==> images/congestion_map.png <==
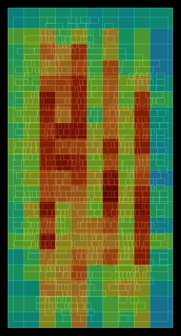
==> images/util_map.png <==
7 x 14 tiles, from black (low) to pale yellow (high), 0 to 100% covered.
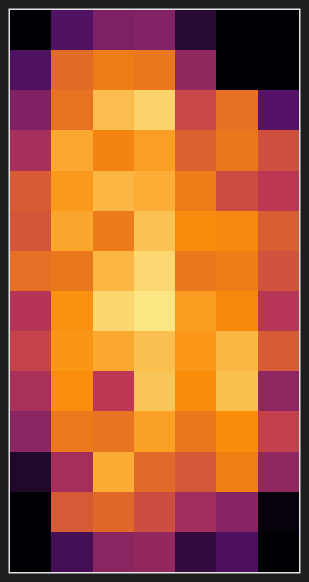
==> images/class_map.png <==
The bar under the picture is 20 um long. Fill, decap, tap and diode cells in gray.
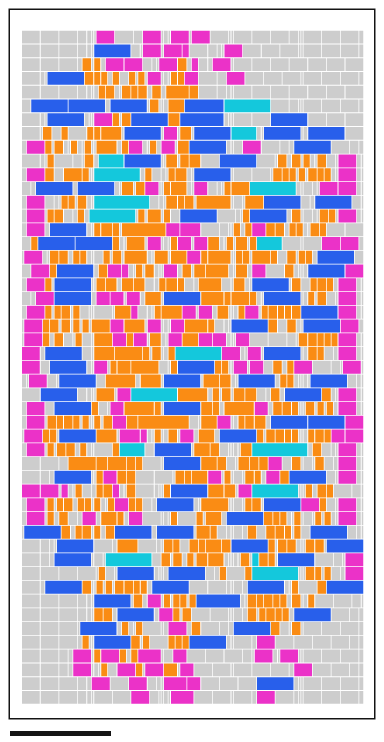
==> images/ff_map.png <==
The bar under the picture is 20 um long.
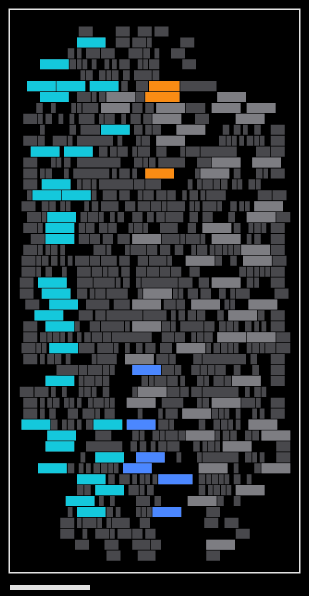
Design firebird7_in_gate1_tessent_tdr_host, sky130hd; sources not shown.
==> impl_metrics.json <==
{
  "fp_nets": 582,
  "p_seq_share_pct": 42.3,
  "cts_sinks": 87,
  "power_switching_uw": 911.5,
  "cp.arrival_ps": 2490,
  "relSlewSlack_pct": 48.53,
  "cts_hold_buf": 0,
  "powerClk_uw": 1630,
  "logic_area_um2": 2177,
  "yosysWarnings": 0,
  "flop_cell": "dfxtp_1",
  "area_leaders": "dfxtp_1 (43%), nand2_1 (15%), a21oi_1 (9.4%)",
  "postCtsSetupBuffers": 0,
  "critPathCaptureType": "register",
  "dpl_worst_slack_ps": -275.5,
  "grt_pass1_wl_mm": 17.46,
  "rsz0062_at_grt": "yes",
  "synth_cell_type_count": 55,
  "drt.antenna.violating_nets": 0,
  "p_total_uw": 3812,
  "status": "finished clean",
  "crit_path_top_delay_cell": "dfxtp_4",
  "buffers": 147,
  "rr_worst_depth": 8,
  "path_max_fanout": 7,
  "cp_cell_sequence": "nor3b_4, nand4_1, xor2_2, or2_1, buf_6, a41oi_2, o2111ai_2, a221oi_2",
  "reg2reg_slack_ps": 70,
  "routed_wl_mm": 10.56,
  "dp_cells": 742,
  "cp_num_buf_inv": 1,
  "max_stage_delay_ps": 370,
  "cp.depth": 8,
  "cts_resized": 1,
  "fin_cells": 761,
  "grt_overflow": 0,
  "cp-start-kind": "register",
  "finalSetupTns_ps": 0,
  "edf_count": 0,
  "p_per_area_nw_per_um2": 665.0,
  "clock_power_share_pct": 42.8,
  "warnings": 30,
  "clk_latency_ps": 340,
  "io_pins": 86,
  "syn-cell-area_um2": 4010,
  "inverters": 9,
  "dieWidth_um": 72,
  "ys_cells": 532,
  "viasPerCell": 5.314,
  "drtIter0Drc": 183,
  "combinationalPowerShare_pct": 15.0,
  "p_int_uw": 2901,
  "top_area_share_pct": 43.43,
  "ys_ff": 87,
  "sh_comb_area_pct": 37.97,
  "antenna_found_initial": 0,
  "bufAreaShareNonClock_pct": 22.68,
  "portBuffers": 85,
  "fillCellCount": 799,
  "aoi_share_pct": 14.76,
  "flops": 87,
  "top_area_cell": "dfxtp_1",
  "ys_chip_area_um2": 4010,
  "taps": 102,
  "root_buffer": "clkbuf_16",
  "nets": 704,
  "netlist_instances": 532,
  "ys_sh_mux_pct": 3.401,
  "setup_viol": 0,
  "antenna_cells": 0,
  "first_pass_iters": 4,
  "placed_area_um2": 5280,
  "clk_pin_slew_ps": 60,
  "dieArea_um2": 10080,
  "xor_share_pct": 2.402,
  "sw_frac_of_total_pct": 23.91,
  "hold_path_depth": 4,
  "fin_crit_ps": 2233,
  "ys_sh_adder_pct": 1.560,
  "ys_top_cells_by_count": "nand2_1 (162), dfxtp_1 (87), a21oi_1 (75)",
  "drive_above_1_share_pct": 15.78,
  "required_ps": 2550,
  "cts_tree": "built",
  "area_delta_synth_final_pct": 42.96,
  "fin_worst_skew_ps": 5.912,
  "crit_family": "simple AND/OR/NAND/NOR gates",
  "clk_path_buf_depth": 2,
  "finalWeightedCongestion": 0.8756,
  "maxPowerGroup": "clock",
  "yosysMostFrequentCell": "nand2_1",
  "syn_avg_cell_area_um2": 7.538
}
## Picture notes: congestion_map.png
met2 Usage GRT: 40.98%
grt peak-use layer: met2
GR Util met3: 3.813%
GR Layer Usage met1: 21.11%
Total GRT Usage: 21.85%

## Picture notes: util_map.png
fullest tile: 95%
densest ninth of the die: center
nearly empty tiles: 9.2%
emptiest ninth of the die: north-east
mean over tiles: 56%
tiles over 75% full: 28%
fin util: 63.61%
Initial Util: 44.50%
Core ar.: 9012 um^2

## Picture notes: class_map.png
[orange] remaining logic cells | cells: 409
[cyan] clock drivers and dummy loads | cells: 16
[magenta] remaining buffers and delay cells | cells: 147
[blue] registers | cells: 87
sequential cell area share: 30.53%
Design Area, Final: 5733 um^2
row count: 49

## Picture notes: ff_map.png
[blue] `len_q` | flops: 6 | where: south
[orange] `state_q` | flops: 3
[cyan] `u_shifter.wdata_q` | flops: 32 | where: a vertical strip on the left
Storage cell area: 1750 um^2
Sequential Power: 1610 uW

## metal layers
metal	up-vias	track usage (%)	part of all wire, %
li1	2029	-	-
met3	32	3.813	3.3
met4	0	13.51	4.2
met5	-	0	0
met2	116	40.98	57
met1	1867	21.11	35
## cell usage in the layout (no fill, tap or decap), types with 3 or more instances in the layout
master / count
nand2_1: 162
dfxtp_1: 84
clkdlybuf4s50_1: 79
a21oi_1: 74
buf_4: 54
nand3_1: 35
nor2_1: 24
inv_1: 9
nor3_1: 9
clkbuf_16: 9
mux2i_1: 8
clkbuf_1: 8
xnor2_1: 6
mux2_2: 5
and2_0: 4
o21ai_1: 4
nand4_1: 4
ha_1: 4
clkbuf_8: 4
nand2b_1: 3
and2_1: 3
and3_1: 3
a31oi_1: 3
nor2b_1: 3
o21ai_0: 3
dlymetal6s2s_1: 3
Power and IR drop assume default switching activity.
